--- src/rtl/fifo_ctrl_if.sv ---
// ---------------------------------------------------------------------------
// fifo_ctrl_if
//
// Purpose: bundles the user-facing push/pop handshake of the FIFO sequencing
// controller so that producer/consumer logic and the controller share one
// port.
//
// Signals:
//   push       write request
//   push_data  word to enqueue (WIDTH bits)
//   pop        read request
//   flush      discard contents (pointers to zero, memory untouched)
//   ready      controller has finished zero-filling and accepts requests
//   full       occupancy equals DEPTH
//   empty      occupancy equals zero
//   count      occupancy, 0..DEPTH (4 bits)
//   rd_data    dequeued word, qualified by rd_valid
//   rd_valid   rd_data holds the word from the pop accepted last cycle
//   overflow   sticky push-while-full flag (zero unless error tracking built)
//   underflow  sticky pop-while-empty flag (zero unless error tracking built)
//
// Modports:
//   master  producer/consumer side (drives requests, observes status)
//   slave   controller side (observes requests, drives status)
// ---------------------------------------------------------------------------
interface fifo_ctrl_if #(
  parameter int WIDTH = 15
);

  logic             push;
  logic [WIDTH-1:0] push_data;
  logic             pop;
  logic             flush;
  logic             ready;
  logic             full;
  logic             empty;
  logic [3:0]       count;
  logic [WIDTH-1:0] rd_data;
  logic             rd_valid;
  logic             overflow;
  logic             underflow;

  modport master (
    output push,
    output push_data,
    output pop,
    output flush,
    input  ready,
    input  full,
    input  empty,
    input  count,
    input  rd_data,
    input  rd_valid,
    input  overflow,
    input  underflow
  );

  modport slave (
    input  push,
    input  push_data,
    input  pop,
    input  flush,
    output ready,
    output full,
    output empty,
    output count,
    output rd_data,
    output rd_valid,
    output overflow,
    output underflow
  );

endinterface

--- src/rtl/fifo_ctrl.sv ---
// ---------------------------------------------------------------------------
// fifo_ctrl
//
// Purpose: sequencing controller that turns an 8-entry x 15-bit dual-port
// memory (registered read, read-old-data on a same-address write) into a
// first-in, first-out queue. It owns the write/read pointers, occupancy and
// the full/empty flags, and is the only driver of the memory's write and
// address ports. After reset it zero-fills every entry before it raises
// ready and accepts traffic.
//
// Parameters:
//   DEPTH  memory entries, power of two in {2,4,8} (address ports are 4 bits)
//   WIDTH  data width
//
// Ports:
//   clk          single clock, rising edge
//   rst          synchronous active-high reset (restarts the zero-fill)
//   bus          fifo_ctrl_if.slave: push/pop/flush handshake and status
//   mem_data     to memory data
//   mem_wradder  to memory wradder
//   mem_radder   to memory radder
//   mem_wren     to memory wren
//   mem_q        from memory q (1-cycle registered read)
//
// Build option:
//   FIFO_CTRL_ERR_EN  when defined, overflow/underflow become sticky error
//                     registers cleared by rst or flush; otherwise both
//                     outputs are tied low and no flag registers exist.
// ---------------------------------------------------------------------------
module fifo_ctrl #(
  parameter int DEPTH = 8,
  parameter int WIDTH = 15
) (
  input  logic             clk,
  input  logic             rst,
  fifo_ctrl_if.slave       bus,
  output logic [WIDTH-1:0] mem_data,
  output logic [3:0]       mem_wradder,
  output logic [3:0]       mem_radder,
  output logic             mem_wren,
  input  logic [WIDTH-1:0] mem_q
);

  // Index width for the memory, plus one wrap bit for the pointers so that
  // full and empty are distinguishable when the low bits match.
  localparam int AW = $clog2(DEPTH);
  localparam int PW = AW + 1;

  typedef enum logic {
    CLEAR = 1'b0,
    RUN   = 1'b1
  } state_e;

  state_e          state_q, state_d;
  logic [AW-1:0]   clrIdx_q, clrIdx_d;
  logic [PW-1:0]   wrPtr_q, wrPtr_d;
  logic [PW-1:0]   rdPtr_q, rdPtr_d;
  logic            rdValid_q, rdValid_d;

  logic [PW-1:0]   occupancy;
  logic            readyInt;
  logic            fullInt;
  logic            emptyInt;
  logic            pushAcc;
  logic            popAcc;

  // Status is derived purely from the pointers, so it follows the accepting
  // edge by one cycle without any extra registers.
  assign occupancy = wrPtr_q - rdPtr_q;
  assign fullInt   = (occupancy == PW'(DEPTH));
  assign emptyInt  = (occupancy == '0);
  assign readyInt  = (state_q == RUN);

  // Flush wins over both requests. A push on a full queue is still taken
  // when a pop frees a slot in the same cycle; the memory returns the old
  // word for the read, so no bypass is needed. A pop on an empty queue is
  // never taken, even alongside a push, because the word is not yet stored.
  assign popAcc  = readyInt & bus.pop & ~bus.flush & ~emptyInt;
  assign pushAcc = readyInt & bus.push & ~bus.flush & (~fullInt | popAcc);

  assign bus.ready    = readyInt;
  assign bus.full     = fullInt;
  assign bus.empty    = emptyInt;
  assign bus.count    = 4'(occupancy);
  assign bus.rd_valid = rdValid_q;
  assign bus.rd_data  = mem_q;

  // The read address always tracks the read pointer, so the word at the
  // head is already being fetched when a pop is accepted.
  assign mem_radder = 4'(rdPtr_q[AW-1:0]);

  // Next-state and memory-port logic. CLEAR walks every address writing
  // zero; RUN forwards accepted pushes to the memory and advances the
  // pointers.
  always_comb begin
    state_d     = state_q;
    clrIdx_d    = clrIdx_q;
    wrPtr_d     = wrPtr_q;
    rdPtr_d     = rdPtr_q;
    rdValid_d   = popAcc;
    mem_wren    = 1'b0;
    mem_wradder = 4'(wrPtr_q[AW-1:0]);
    mem_data    = bus.push_data;

    case (state_q)
      CLEAR: begin
        mem_wren    = 1'b1;
        mem_wradder = 4'(clrIdx_q);
        mem_data    = '0;
        clrIdx_d    = clrIdx_q + 1'b1;
        if (clrIdx_q == AW'(DEPTH - 1)) begin
          state_d = RUN;
        end
      end

      RUN: begin
        if (bus.flush) begin
          wrPtr_d   = '0;
          rdPtr_d   = '0;
          rdValid_d = 1'b0;
        end else begin
          mem_wren = pushAcc;
          if (pushAcc) begin
            wrPtr_d = wrPtr_q + 1'b1;
          end
          if (popAcc) begin
            rdPtr_d = rdPtr_q + 1'b1;
          end
        end
      end

      default: begin
        state_d = CLEAR;
      end
    endcase
  end

  // State register. Reset restarts the zero-fill and drops any pending read.
  always_ff @(posedge clk) begin
    if (rst) begin
      state_q   <= CLEAR;
      clrIdx_q  <= '0;
      wrPtr_q   <= '0;
      rdPtr_q   <= '0;
      rdValid_q <= 1'b0;
    end else begin
      state_q   <= state_d;
      clrIdx_q  <= clrIdx_d;
      wrPtr_q   <= wrPtr_d;
      rdPtr_q   <= rdPtr_d;
      rdValid_q <= rdValid_d;
    end
  end

`ifdef FIFO_CTRL_ERR_EN
  logic overflow_q, overflow_d;
  logic underflow_q, underflow_d;

  // Sticky error capture. A push on full that is rescued by a same-cycle pop
  // is not an overflow. Flush clears both flags and takes priority.
  always_comb begin
    overflow_d  = overflow_q;
    underflow_d = underflow_q;
    if (readyInt && bus.flush) begin
      overflow_d  = 1'b0;
      underflow_d = 1'b0;
    end else begin
      if (bus.push && readyInt && fullInt && !popAcc) begin
        overflow_d = 1'b1;
      end
      if (bus.pop && readyInt && emptyInt) begin
        underflow_d = 1'b1;
      end
    end
  end

  // Error flag registers, cleared by reset.
  always_ff @(posedge clk) begin
    if (rst) begin
      overflow_q  <= 1'b0;
      underflow_q <= 1'b0;
    end else begin
      overflow_q  <= overflow_d;
      underflow_q <= underflow_d;
    end
  end

  assign bus.overflow  = overflow_q;
  assign bus.underflow = underflow_q;
`else
  assign bus.overflow  = 1'b0;
  assign bus.underflow = 1'b0;
`endif

endmodule

--- src/flat_wrapper.sv ---
// flat-port wrapper written by rule: the top's interface ports become plain ports
module fifo_ctrl_flat 
#(
  parameter int DEPTH = 8,
  parameter int WIDTH = 15
)
  (clk, rst, mem_data, mem_wradder, mem_radder, mem_wren, mem_q, bus_push, bus_push_data, bus_pop, bus_flush, bus_ready, bus_full, bus_empty, bus_count, bus_rd_data, bus_rd_valid, bus_overflow, bus_underflow);
  fifo_ctrl_if #(.WIDTH(WIDTH)) bus_i ();
  input  logic clk;
  input  logic rst;
  output logic [WIDTH-1:0] mem_data;
  output logic [3:0] mem_wradder;
  output logic [3:0] mem_radder;
  output logic mem_wren;
  input  logic [WIDTH-1:0] mem_q;
  input wire logic [$bits(bus_i.push)-1:0] bus_push;
  input wire logic [$bits(bus_i.push_data)-1:0] bus_push_data;
  input wire logic [$bits(bus_i.pop)-1:0] bus_pop;
  input wire logic [$bits(bus_i.flush)-1:0] bus_flush;
  output wire logic [$bits(bus_i.ready)-1:0] bus_ready;
  output wire logic [$bits(bus_i.full)-1:0] bus_full;
  output wire logic [$bits(bus_i.empty)-1:0] bus_empty;
  output wire logic [$bits(bus_i.count)-1:0] bus_count;
  output wire logic [$bits(bus_i.rd_data)-1:0] bus_rd_data;
  output wire logic [$bits(bus_i.rd_valid)-1:0] bus_rd_valid;
  output wire logic [$bits(bus_i.overflow)-1:0] bus_overflow;
  output wire logic [$bits(bus_i.underflow)-1:0] bus_underflow;
  assign bus_i.push = bus_push;
  assign bus_i.push_data = bus_push_data;
  assign bus_i.pop = bus_pop;
  assign bus_i.flush = bus_flush;
  assign bus_ready = bus_i.ready;
  assign bus_full = bus_i.full;
  assign bus_empty = bus_i.empty;
  assign bus_count = bus_i.count;
  assign bus_rd_data = bus_i.rd_data;
  assign bus_rd_valid = bus_i.rd_valid;
  assign bus_overflow = bus_i.overflow;
  assign bus_underflow = bus_i.underflow;
  fifo_ctrl #(.DEPTH(DEPTH), .WIDTH(WIDTH)) u_core (.clk(clk), .rst(rst), .bus(bus_i), .mem_data(mem_data), .mem_wradder(mem_wradder), .mem_radder(mem_radder), .mem_wren(mem_wren), .mem_q(mem_q));
endmodule
--- config.mk ---
export PLATFORM = sky130hd
export DESIGN_NAME = fifo_ctrl_flat
export DESIGN_NICKNAME = d
export VERILOG_FILES = /design/src/rtl/fifo_ctrl_if.sv /design/src/rtl/fifo_ctrl.sv /design/src/flat_wrapper.sv
export SDC_FILE = /design/constraint.sdc
export NUM_CORES = 1
export LEC_CHECK = 0
export CAP_MARGIN = 0
export CORE_ASPECT_RATIO = 1.25
export CORE_MARGIN = 2
export CORE_UTILIZATION = 34
export CTS_CLUSTER_DIAMETER = 200
export CTS_CLUSTER_SIZE = 16
export DETAILED_ROUTE_END_ITERATION = 7
export PLACE_DENSITY = 0.86
export SLEW_MARGIN = 20
export SYNTH_ARGS = -nofsm -noshare
export SYNTH_HDL_FRONTEND = slang
export SYNTH_SLANG_ARGS = --single-unit
--- constraint.sdc ---
create_clock -name clk -period 3.5 [get_ports clk]
set_input_delay 0.875 -clock clk [delete_from_list [all_inputs] [get_ports clk]]
set_output_delay 0.875 -clock clk [all_outputs]
set_load 0.01 [all_outputs]
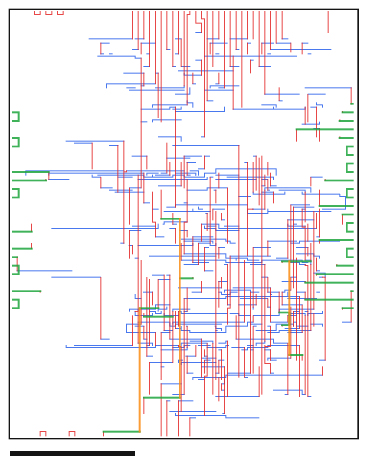
metal_stack.png
Scale bar: 20 um.
- red: met2 (wire length 1230 um)
- orange: met4 (wire length 63.2 um)
- green: met3 (wire length 147 um)
- blue: met1 (wire length 1090 um)

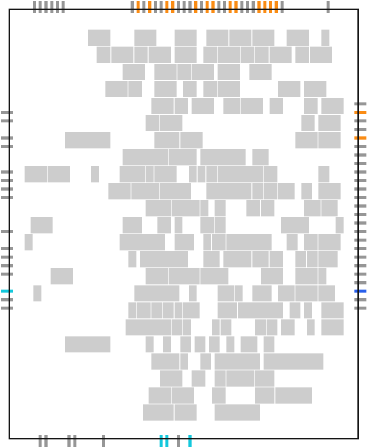
pins.png
Pins as bars across the die edge, other pins in gray.
- orange: `mem_data` (pins 15; direction output; edge 13 north, 2 east)
- blue: `bus_empty` (pins 1; direction output; edge east)
- cyan: `mem_radder` (pins 4; direction output; edge 3 south, 1 west)
- all pins by edge: 34 north, 25 east, 16 west, 9 south
die height: 68.4 um
DIE WIDTH: 55.5 um
PortBufs: 49

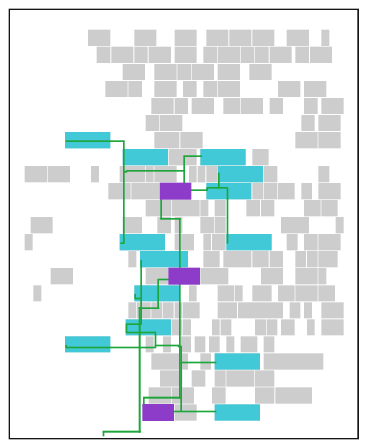
clock_map.png
- purple: cells driving clock nets (count 3)
- green: clock wires (length 209 um)
- cyan: flip-flops (count 13)
- routed clock nets: 4

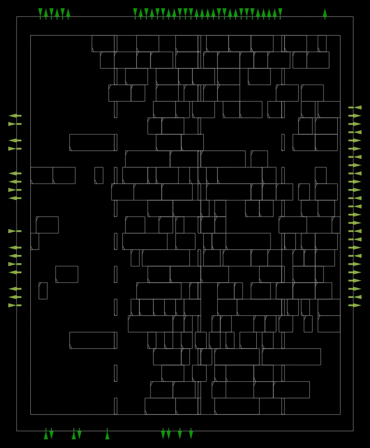
final_placement.png
flip-flops: 13
Core Area: 0.00319 mm^2

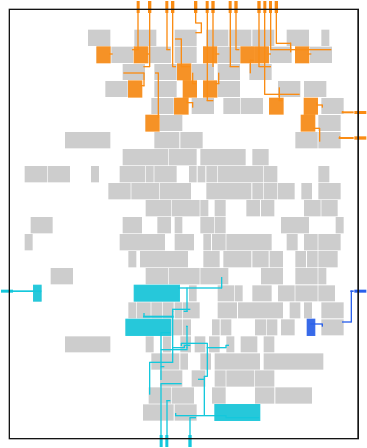
port_nets.png
- orange: `mem_data` (direction output; edge 13 north, 2 east; end cells 15; buffers 15; wire 175 um)
- blue: `bus_empty` (direction output; edge east; end cells 1; buffers 1; wire 8.70 um)
- cyan: `mem_radder` (direction output; edge 3 south, 1 west; end cells 4; buffers 4; wire 120 um)

==> CHANGELOG.md <==
### Changed

* Status: complete, no violations
* R2R Path Start: u_core.wrPtr_q[0]$_SDFFE_PP0P_
* Fraction of registers with async set/reset at 0%
* Cell family with most CP delay: buffers and inverters
* Flop share of the area at 16.6%
* CP required at 2.62 ns
* Design Power at 0.346 mW
* Clock network fraction of design power at 39.4%
* Largest area contributor in the netlist: dfxtp_1
* Top cell category: multi-input combinational cells
* Drt wl/cell at 12.0 um
* Syn Inst Count at 139
* Post-Route M1 WL at 1090 um
* Root buf cell: clkbuf_8
* Data buffer area share at 33.6%
* Synth Area in Compound Gates at 13.9%
* Crit. End Element: primary output
* Inverters at 9
* Largest power group: sequential cells
* Biggest regs: u_core.rdPtr_q (4), u_core.wrPtr_q (4), u_core.clrIdx_q (3)
* Final worst path period share at 95.1%
* CTS resizes at 2
* Hold WS at 0.526 ns
* Top Layer Used: met4
* CTS H-tree depth at 1
* Placed wire-length estimate at 1990 um
* Worst Hold Class: flop to flop
* Worst reg2reg path depth at 8
* Total gr overflow at 0
* Nets@finish at 218
* #FFs+latches synth at 13
* Clk slew on worst S/H paths at 0.06 ns
* Top cells excl fill/tap: 47 x clkdlybuf4s50_1, 16 x and2_1, 12 x dfxtp_1
* Via Count at 983
* Largest net degree at the start of global routing at 23
* Worst setup endpoint: bus_empty
* Fmax achieved at 300 MHz
* Switching share of total power at 22.6%
* Multi-input gate count at 93
* Finished Core Util at 49.4%
* Biggest area cells: dfxtp_1 23%, buf_4 15%, and2_1 8.9%, ha_1 7.8%, a21oi_1 4.4%
* PD cells at 219 mW/mm^2
* I/O pin count at 84
* Critical path class: flop to primary output
* # fillers at 316
* Combinational power at 0.0550 mW
* Yosys warning total at 0
* Share of cells above drive strength 1 at 10.3%
* GPL Wtd Cong at 0.794
* CP max stage delay at 0.54 ns
* Worst hold stages at 2
* Worst VDD drop at 0.130 mV
* Met2 GRT Util at 23.5%
* Dominant logic cell type in the layout: clkdlybuf4s50_1
* Dominant flop cell: dfxtp_1
* Switching pwr at 0.0781 mW
* Grt met1 use at 16.3%
* Total clock sinks at 13
* Adder share at 9.54%
* Residual DRC count at 0
* Clock Skews at 0.00317 ns
* DR vias/cell at 4.66
* Hold Path Sink: u_core.wrPtr_q[0]$_SDFFE_PP0P_
* Cell Count, Final, Fillers Out at 211
* Final hold vios at 0
* Logic area at 661 um^2
* Max clock buf depth at 2
* Metal3 WL at 146 um
* CLK BUF at 4
* Worst path cell trace: inv_1 -> ha_1 -> inv_1 -> fa_1 -> xor2_1 -> or3_1 -> nor2_1 -> clkdlybuf4s50_1
* Final WL at 2530 um
* Pre-CTS setup slack at -0.0815 ns
* Hold_buf cts at 0
* Non-clk bufs at 55
* Rows at 23
* Synth top cell by count: buf_4
* Worst Tran Pin Value at 0.706 ns
* Yosys stat area at 0.00113 mm^2
* Final setup viols at 0
No activity file was given, so power comes from the tool's default toggle rates.
